`src/rtl/vc_arbiter.sv`:
```
// Weighted round-robin pop scheduler for two virtual-channel FIFOs.
// Each VC gets a burst of up to its weight in pops per turn; all pops stop while a destination pauses.
module vc_arbiter #(
    parameter int LENGTH = 4
) (
    input  logic              clk,
    input  logic              reset,
    input  logic              init,
    input  logic [LENGTH-1:0] Peso_VC0_prob,
    input  logic [LENGTH-1:0] Peso_VC1_prob,
    input  logic              VC0_empty,
    input  logic              VC1_empty,
    input  logic              D0_pause,
    input  logic              D1_pause,
    output logic              pop_VC0,
    output logic              pop_VC1,
    output logic [1:0]        arb_state,
    output logic [LENGTH-1:0] burst_cnt,
    output logic              last_vc
);

    typedef enum logic [1:0] {
        IDLE = 2'd0,
        SRV0 = 2'd1,
        SRV1 = 2'd2
    } state_t;

    state_t            state_reg;
    logic [LENGTH-1:0] burst_cnt_reg;
    logic              last_vc_reg;
    logic [LENGTH-1:0] weight_reg [2];

    logic [LENGTH-1:0] peso [2];
    logic [LENGTH-1:0] weight_load [2];
    logic [1:0]        vc_empty;
    logic [1:0]        serving;
    logic [1:0]        pop;
    logic              blocked;
    logic              cur_vc;
    logic              other_vc;
    logic              idle_pick;
    logic [LENGTH:0]   burst_inc;
    logic              burst_done;

    assign peso[0]  = Peso_VC0_prob;
    assign peso[1]  = Peso_VC1_prob;
    assign vc_empty = {VC1_empty, VC0_empty};
    assign blocked  = D0_pause | D1_pause;
    assign serving  = {state_reg == SRV1, state_reg == SRV0};

    genvar gi;
    generate
        for (gi = 0; gi < 2; gi++) begin : g_vc
            // A zero weight would starve the VC forever, so it is promoted to one pop per turn.
            assign weight_load[gi] = (peso[gi] == '0) ? LENGTH'(1) : peso[gi];
            assign pop[gi] = serving[gi] & ~blocked & ~vc_empty[gi] & ~reset & ~init;
        end
    endgenerate

    assign cur_vc     = (state_reg == SRV1);
    assign other_vc   = ~cur_vc;
    assign burst_inc  = {1'b0, burst_cnt_reg} + {{LENGTH{1'b0}}, 1'b1};
    assign burst_done = (burst_inc == {1'b0, weight_reg[cur_vc]});
    // Prefer the VC that did not own the last turn; fall back to whichever one has data.
    assign idle_pick  = vc_empty[~last_vc_reg] ? last_vc_reg : ~last_vc_reg;

    always_ff @(posedge clk) begin
        if (reset) begin
            state_reg     <= IDLE;
            burst_cnt_reg <= '0;
            last_vc_reg   <= 1'b1;
            for (int i = 0; i < 2; i++) weight_reg[i] <= LENGTH'(1);
        end else if (init) begin
            state_reg     <= IDLE;
            burst_cnt_reg <= '0;
            for (int i = 0; i < 2; i++) weight_reg[i] <= weight_load[i];
        end else begin
            case (state_reg)
                SRV0, SRV1: begin
                    if (!blocked) begin
                        if (vc_empty[cur_vc]) begin
                            burst_cnt_reg <= '0;
                            if (!vc_empty[other_vc]) begin
                                state_reg   <= other_vc ? SRV1 : SRV0;
                                last_vc_reg <= other_vc;
                            end else begin
                                state_reg <= IDLE;
                            end
                        end else if (burst_done) begin
                            // Back-to-back handover; with nobody waiting the same VC starts a fresh burst.
                            burst_cnt_reg <= '0;
                            if (!vc_empty[other_vc]) begin
                                state_reg   <= other_vc ? SRV1 : SRV0;
                                last_vc_reg <= other_vc;
                            end
                        end else begin
                            burst_cnt_reg <= burst_inc[LENGTH-1:0];
                        end
                    end
                end
                default: begin
                    if (vc_empty != 2'b11) begin
                        state_reg     <= idle_pick ? SRV1 : SRV0;
                        last_vc_reg   <= idle_pick;
                        burst_cnt_reg <= '0;
                    end
                end
            endcase
        end
    end

    assign pop_VC0   = pop[0];
    assign pop_VC1   = pop[1];
    assign arb_state = state_reg;
    assign burst_cnt = burst_cnt_reg;
    assign last_vc   = last_vc_reg;

endmodule

```
`config.mk`:
```
export PLATFORM = sky130hd
export DESIGN_NAME = vc_arbiter
export DESIGN_NICKNAME = d
export VERILOG_FILES = /design/src/rtl/vc_arbiter.sv
export SDC_FILE = /design/constraint.sdc
export NUM_CORES = 1
export LEC_CHECK = 0
export CAP_MARGIN = 20
export CORE_ASPECT_RATIO = 1.4
export CORE_MARGIN = 2
export CORE_UTILIZATION = 32
export DETAILED_ROUTE_END_ITERATION = 7
export PLACE_DENSITY = 0.57
export RECOVER_POWER = 25
export SETUP_SLACK_MARGIN = 0.05
export SYNTH_ARGS = -nofsm -noshare
export SYNTH_HDL_FRONTEND = slang
export SYNTH_SLANG_ARGS = --single-unit
```
`constraint.sdc`:
```
create_clock -name clk -period 2.15 [get_ports clk]
set_clock_uncertainty 0.15 [all_clocks]
set_input_delay 0.43 -clock clk [delete_from_list [all_inputs] [get_ports clk]]
set_output_delay 0.43 -clock clk [all_outputs]
set_load 0.03 [all_outputs]
```
### Gate-type map, run 1

Bar = 20 um.
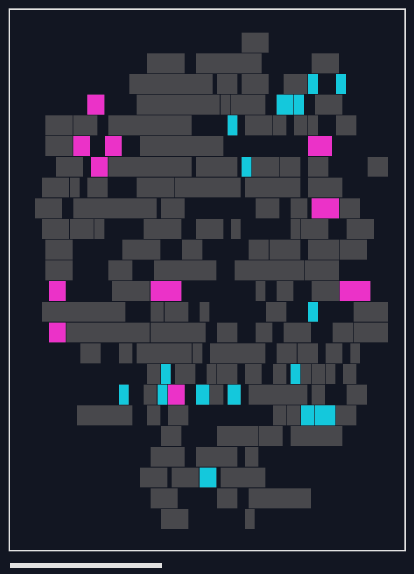
[cyan] NAND gates | cells: 16
[magenta] AND and OR gates | cells: 11
logic share of the area: 0.4377
final cell count without fillers: 191

### Cell area per tile, run 1

The die is cut into 5 by 7 equal tiles; black is low, pale yellow is high, 0 to 100% covered.
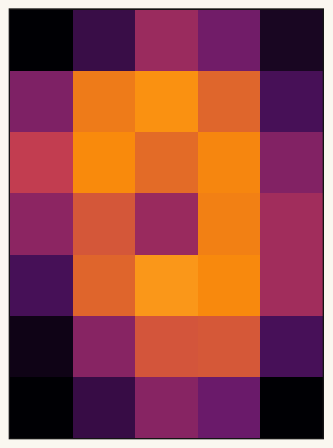
nearly empty tiles: 8.6%
emptiest ninth of the die: lower left
fullest tile: 77%

### Nets reached from selected ports, run 1

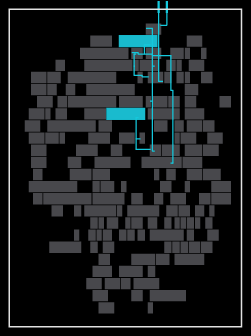
[cyan] arb_state | bits: 2 | direction: output | edge: top | end cells: 2 | wire: 110 um

==> results.sh, run 1 <==
# implementation run metrics
export IMPL_warning_count=28
export IMPL_die_area_um2=3673
export IMPL_io_pins=24
export IMPL_hold_violations=0
export IMPL_combPwrFrac=0.435
export IMPL_whs_endpoint="burst_cnt[1]"
export IMPL_drive_gt1_frac=0.2763
export IMPL_worstHoldPathCells=2
export IMPL_drc=0
export IMPL_postSynth_asyncResetShare=0
export IMPL_rr_worst_depth=7
export IMPL_clk_pin_slew_worst_paths_ns=0.06
export IMPL_n_antenna_cell=0
export IMPL_cp_depth=4
export IMPL_dr_max_layer_used="met4"
export IMPL_clk_power_mw=0.225
export IMPL_groute_layer_met1_usage=0.1515
export IMPL_power_density_nw_per_um2=643.3
export IMPL_worstSetupStartpointType="primary input"
export IMPL_ys_sh_adder=0.03667
export IMPL_n_sequential_cell=15
export IMPL_crit_path_max_incr_delay_ns=0.52
export IMPL_place_congestion=0.7447
export IMPL_grt_pass1_wl_um=4105
export IMPL_ys_types=38
export IMPL_r2r_start="arb_state[0]"
export IMPL_dpl_hpwl_um=2024
export IMPL_top_area_frac=0.2347
export IMPL_aoi_share=0.1663
export IMPL_ys_seq_frac=0.3716
export IMPL_portBuffers=23
export IMPL_gr_total_overflow=0
export IMPL_fp_util=0.3309
export IMPL_yosys_area_top_type="edfxtp_1"
export IMPL_die_h_um=70.92
export IMPL_fmax_ghz=0.4847
export IMPL_swShare=0.3232
export IMPL_rsz0062_at_grt="true"
export IMPL_fin_crit_ns=2.063
export IMPL_rrSetupSlack_ns=0.12
export IMPL_path_delay_family="buffers and inverters"
export IMPL_vdd_ir_drop_worst_mv=0.3691
export IMPL_core_um2=3093
export IMPL_cts_hold_buf=0
export IMPL_bufAreaShareNonClock=0.2348
export IMPL_seq_area_frac=0.2476
export IMPL_met3_usage=0.02532
export IMPL_netlist_top_cells_count="nand2_1, edfxtp_1, inv_1"
export IMPL_p_leak_nw=0.6482
export IMPL_switchingPower_mw=0.3257
export IMPL_worstSetupPathType="in -> out"
export IMPL_drt_pass1_iterations=4
export IMPL_yosys_area_share_simple=0.2152
export IMPL_drtAntennaViolNets=0
export IMPL_power_leader="combinational logic"
export IMPL_wire_per_inst_um=13.57
export IMPL_maxSlewHeadroom=0.7679
export IMPL_place_area_um2=1423
export IMPL_fin_crit_sh=0.9596
export IMPL_critPathMaxFanout=4
export IMPL_r2r_end="burst_cnt[0]"
export IMPL_taps=39
export IMPL_synthCells=111
export IMPL_signal_buffers=41
export IMPL_synth_net_count=129
export IMPL_cts_sinks=15
export IMPL_most_common_cell="nand2_1"
export IMPL_outcome="finished clean"
export IMPL_nNonClkInverters=8
export IMPL_worst_slack_ns=0.08676
export IMPL_powerComb_mw=0.438
export IMPL_ys_flops=15
export IMPL_tightest_slew_ns=0.3437
export IMPL_cp_arrival_ns=1.48
export IMPL_use_met2=0.2835
export IMPL_worstPathCellList="clkdlybuf4s50_1 -> nor2_4 -> and4_1 -> buf_4"
export IMPL_min_delay_start="burst_cnt[1]"
export IMPL_chipWidth_um=51.80
export IMPL_ys_flop_type="edfxtp_1"
export IMPL_clkLatencyLatePin_ns=0.24
export IMPL_ys_cells=111
export IMPL_total_power_mw=1.008
export IMPL_edf_count=8
export IMPL_netlist_logic_family_top="simple AND/OR/NAND/NOR gates"
export IMPL_grt_busiest_layer="met2"
export IMPL_cts_resized_gates=7
export IMPL_cts_inserted_buffers=3
export IMPL_p_seq_frac=0.342
export IMPL_final_area_um2=1567
export IMPL_crit_path_end_kind="output port"
export IMPL_place_inst=187
export IMPL_wl_met2_um=1455
export IMPL_min_delay_path_class="reg -> reg"
export IMPL_root_buffer="clkbuf_8"
export IMPL_fin_util=0.5065
export IMPL_worst_path_buf_inv=2
export IMPL_n_fill_cell=304
export IMPL_vias=965
export IMPL_cts_htree_levels=1
export IMPL_wirelength_um=2592
export IMPL_grt_pass1_vias=943
export IMPL_regArea_um2=387.9
export IMPL_postCtsSetupRepairBufs=0
export IMPL_crit_slowest_cell="clkdlybuf4s50_1"
==> run 2: changes to the inputs <==
--- a/config.mk
+++ b/config.mk
@@ -5,7 +5,6 @@
 export SDC_FILE = /design/constraint.sdc
 export NUM_CORES = 1
 export LEC_CHECK = 0
-export CAP_MARGIN = 20
 export CORE_ASPECT_RATIO = 1.4
 export CORE_MARGIN = 2
 export CORE_UTILIZATION = 32
### Placement view, run 2

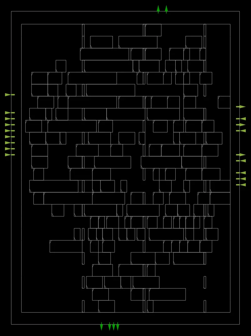
registers: 15
area of the core: 3093 um2

### Nets reached from selected ports, run 2

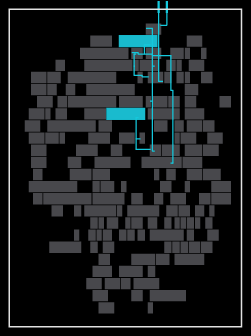
[cyan] arb_state | bits: 2 | direction: output | edge: top | end cells: 2 | wire: 110 um
count of buffers from port buffering: 23
num ports: 24

==> results.sh, run 2 <==
# implementation run metrics
export IMPL_postSynth_asyncResetShare=0
export IMPL_min_delay_path_class="reg -> reg"
export IMPL_largest_register_ffs=8
export IMPL_drc=0
export IMPL_critPathMaxFanout=4
export IMPL_startpoint="init"
export IMPL_cp_depth=4
export IMPL_wirelength_met1_um=1000
export IMPL_grtUsageTotal=0.1455
export IMPL_worstHoldPathCells=2
export IMPL_place_inst=187
export IMPL_fmax_ghz=0.4847
export IMPL_regArea_um2=387.9
export IMPL_comb_area_share=0.4377
export IMPL_antenna_found_initial=0
export IMPL_drt_pass1_iterations=4
export IMPL_swShare=0.3232
export IMPL_fin_crit_sh=0.9596
export IMPL_cp_arrival_ns=1.48
export IMPL_vdd_ir_drop_worst_mv=0.3691
export IMPL_endpoint="pop_VC0"
export IMPL_clk_power_mw=0.225
export IMPL_postCtsSetupRepairBufs=0
export IMPL_most_common_layout_cells="clkdlybuf4s50_1, buf_4, nand2_1"
export IMPL_cts_sinks=15
export IMPL_met3_usage=0.02532
export IMPL_powerComb_mw=0.438
export IMPL_fp_util=0.3309
export IMPL_gr_total_overflow=0
export IMPL_hold_violations=0
export IMPL_instances_no_fill=191
export IMPL_whs_endpoint="burst_cnt[1]"
export IMPL_yosys_area_share_simple=0.2152
export IMPL_rrSetupSlack_ns=0.12
export IMPL_ys_warn_count=0
export IMPL_ys_cells=111
export IMPL_taps=39
export IMPL_synth_yosys_chip_area_um2=1023
export IMPL_comb_cells=84
export IMPL_fin_hold_ws_ns=0.3497
export IMPL_path_delay_family="buffers and inverters"
export IMPL_cts_resized_gates=7
export IMPL_comb_area_um2=685.7
export IMPL_ys_seq_frac=0.3716
export IMPL_p_leak_nw=0.6482
export IMPL_drtAntennaViolNets=0
export IMPL_crit_path_end_kind="output port"
export IMPL_netlist_logic_family_top="simple AND/OR/NAND/NOR gates"
export IMPL_warning_count=28
export IMPL_combPwrFrac=0.435
export IMPL_finalSetupViolations=0
export IMPL_critPathRequiredTime_ns=1.57
export IMPL_r2r_end="burst_cnt[0]"
export IMPL_cts_htree_levels=1
export IMPL_clockBufferCount=3
export IMPL_rsz0062_at_grt="true"
export IMPL_top_area_frac=0.2347
export IMPL_seq_area_frac=0.2476
export IMPL_p_seq_frac=0.342
export IMPL_fin_crit_ns=2.063
export IMPL_synthCells=111
export IMPL_worstSetupStartpointType="primary input"
export IMPL_worst_path_buf_inv=2
export IMPL_dr_max_layer_used="met4"
export IMPL_crit_slowest_cell="clkdlybuf4s50_1"
export IMPL_ys_sh_adder=0.03667
export IMPL_power_leader="combinational logic"
export IMPL_topCellsByArea="edfxtp_1, dfxtp_1, mux2i_1, and2_1, ha_1"
export IMPL_edf_count=8
export IMPL_place_congestion=0.7447
export IMPL_bufAreaShareNonClock=0.2348
export IMPL_syn_cell_area_um2=1023
export IMPL_maxSlewHeadroom=0.7679
export IMPL_die_h_um=70.92
export IMPL_groute_layer_met1_usage=0.1515
export IMPL_grt_pass1_vias=943
export IMPL_synth_xor_area_share=0.05623
export IMPL_most_common_cell="nand2_1"
export IMPL_drive_gt1_frac=0.2763
export IMPL_grt_pass1_wl_um=4105
export IMPL_power_density_nw_per_um2=643.3
export IMPL_rr_worst_depth=7
export IMPL_clkCellAreaFrac=0.02955
export IMPL_grt_busiest_layer="met2"
export IMPL_place_area_um2=1423
export IMPL_wire_per_inst_um=13.57
export IMPL_fin_setup_tns_ns=0
export IMPL_worstPathCellList="clkdlybuf4s50_1 -> nor2_4 -> and4_1 -> buf_4"
export IMPL_ys_types=38
export IMPL_fin_util=0.5065
export IMPL_worstSetupPathType="in -> out"
export IMPL_maxCapViolations=0
export IMPL_cts_inserted_buffers=3
export IMPL_aoi_share=0.1663
export IMPL_cts_buffer_depth=2
export IMPL_use_met2=0.2835
export IMPL_n_antenna_cell=0
export IMPL_wl_met2_um=1455
export IMPL_nets=171
export IMPL_top_area_cell_class="multi-input combinational cells"
export IMPL_ys_flop_type="edfxtp_1"
export IMPL_switchingPower_mw=0.3257
export IMPL_grt_max_degree=10
export IMPL_dpl_hpwl_um=2024
export IMPL_mux_share=0.1051
export IMPL_die_area_um2=3673
export IMPL_clk_pin_slew_worst_paths_ns=0.06
export IMPL_tightest_slew_ns=0.3437
export IMPL_finalMaxSlewViolations=0
export IMPL_r2r_start="arb_state[0]"
export IMPL_total_power_mw=1.008
export IMPL_synth_net_count=129
export IMPL_wirelength_um=2592
export IMPL_netlist_top_cells_count="nand2_1, edfxtp_1, inv_1"
export IMPL_wl_met3_um=113
export IMPL_vias=965
export IMPL_worst_slack_ns=0.08676
export IMPL_syn_area_per_cell_um2=9.221
export IMPL_syn2layout_area_growth_pct=53.06
export IMPL_outcome="finished clean"
export IMPL_clkLatencyLatePin_ns=0.24
export IMPL_signal_buffers=41
export IMPL_p_int_mw=0.6820
export IMPL_min_delay_start="burst_cnt[1]"
export IMPL_crit_path_max_incr_delay_ns=0.52
export IMPL_final_area_um2=1567
export IMPL_cts_hold_buf=0
export IMPL_n_fill_cell=304
export IMPL_ys_flops=15
export IMPL_yosys_area_top_type="edfxtp_1"
export IMPL_avgViaCountPerCell=5.052
export IMPL_nNonClkInverters=8
export IMPL_root_buffer="clkbuf_8"
export IMPL_chipWidth_um=51.80
==> run 3: changes to the inputs <==
--- a/config.mk
+++ b/config.mk
@@ -5,11 +5,13 @@
 export SDC_FILE = /design/constraint.sdc
 export NUM_CORES = 1
 export LEC_CHECK = 0
+export CELL_PAD_IN_SITES_DETAIL_PLACEMENT = 2
+export CELL_PAD_IN_SITES_GLOBAL_PLACEMENT = 2
 export CORE_ASPECT_RATIO = 1.4
 export CORE_MARGIN = 2
-export CORE_UTILIZATION = 32
+export CORE_UTILIZATION = 26
 export DETAILED_ROUTE_END_ITERATION = 7
-export PLACE_DENSITY = 0.57
+export PLACE_DENSITY = 0.73
 export RECOVER_POWER = 25
 export SETUP_SLACK_MARGIN = 0.05
 export SYNTH_ARGS = -nofsm -noshare
### Gate-type map, run 3

Bar = 20 um.
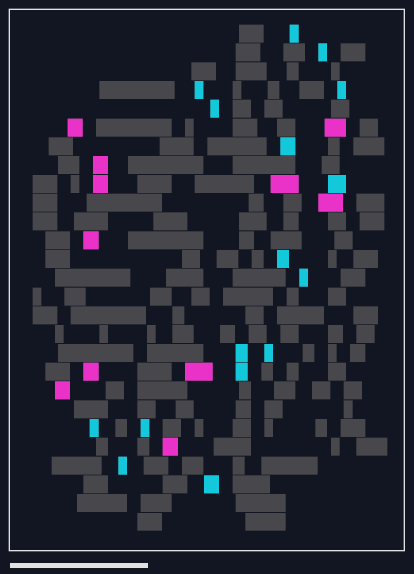
[cyan] NAND gates | cells: 16
[magenta] AND and OR gates | cells: 11
final cell count without fillers: 199
logic share of the area: 0.4252
dominant logic cell type in the layout: buf_4

### Cell area per tile, run 3

The die is cut into 6 by 8 equal tiles; black is low, pale yellow is high, 0 to 100% covered.
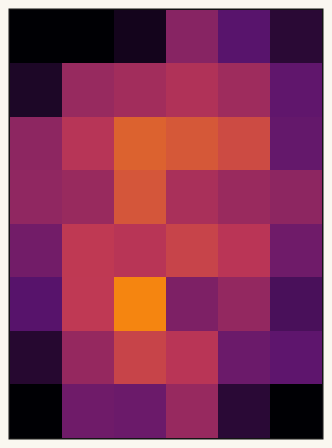
mean over tiles: 35%
densest ninth of the die: center
fullest tile: 73%
nearly empty tiles: 8.3%

==> results.sh, run 3 <==
# implementation run metrics
export IMPL_outcome="finished clean"
export IMPL_wirelength_met1_um=1190
export IMPL_yosys_area_top_type="edfxtp_1"
export IMPL_fin_setup_tns_ns=0
export IMPL_cts_hold_buf=0
export IMPL_clockBufferCount=4
export IMPL_drtAntennaViolNets=0
export IMPL_taps=43
export IMPL_fin_hold_ws_ns=0.3437
export IMPL_vdd_ir_drop_worst_mv=0.4273
export IMPL_n_fill_cell=436
export IMPL_fin_crit_ns=2.064
export IMPL_wire_per_inst_um=15.46
export IMPL_most_common_layout_cells="buf_4, clkdlybuf4s50_1, nand2_1"
export IMPL_worst_path_buf_inv=1
export IMPL_clk_pin_slew_worst_paths_ns=0.07
export IMPL_endpoint="burst_cnt[3]"
export IMPL_cp_arrival_ns=2.06
export IMPL_netlist_top_cells_count="nand2_1, edfxtp_1, inv_1"
export IMPL_path_delay_family="multiplexers"
export IMPL_seq_area_frac=0.2428
export IMPL_r2r_end="burst_cnt[3]"
export IMPL_place_area_um2=1443
export IMPL_nets=175
export IMPL_p_int_mw=0.6920
export IMPL_wl_met2_um=1716
export IMPL_dpl_hpwl_um=2482
export IMPL_final_area_um2=1598
export IMPL_tightest_slew_ns=0.3326
export IMPL_ys_sh_adder=0.03667
export IMPL_switchingPower_mw=0.3414
export IMPL_min_delay_start="burst_cnt[1]"
export IMPL_maxCapViolations=0
export IMPL_nNonClkInverters=8
export IMPL_grt_busiest_layer="met2"
export IMPL_r2r_start="arb_state[0]"
export IMPL_comb_cells=84
export IMPL_crit_path_end_kind="register"
export IMPL_mux_share=0.1051
export IMPL_use_met2=0.2839
export IMPL_signal_buffers=45
export IMPL_ys_seq_frac=0.3716
export IMPL_finalMaxSlewViolations=0
export IMPL_synth_xor_area_share=0.05623
export IMPL_cp_depth=7
export IMPL_syn2layout_area_growth_pct=56.11
export IMPL_wirelength_um=3076
export IMPL_rr_worst_depth=7
export IMPL_vias=992
export IMPL_power_leader="combinational logic"
export IMPL_syn_area_per_cell_um2=9.221
export IMPL_hold_violations=0
export IMPL_ys_warn_count=0
export IMPL_synth_yosys_chip_area_um2=1023
export IMPL_largest_register_ffs=8
export IMPL_root_buffer="clkbuf_8"
export IMPL_grtUsageTotal=0.1449
export IMPL_ys_flops=15
export IMPL_powerComb_mw=0.451
export IMPL_startpoint="arb_state[0]"
export IMPL_warning_count=29
export IMPL_place_inst=193
export IMPL_crit_slowest_cell="dfxtp_4"
export IMPL_swShare=0.3304
export IMPL_ys_cells=111
export IMPL_critPathRequiredTime_ns=2.14
export IMPL_finalSetupViolations=0
export IMPL_rsz0062_at_grt="true"
export IMPL_top_area_frac=0.2347
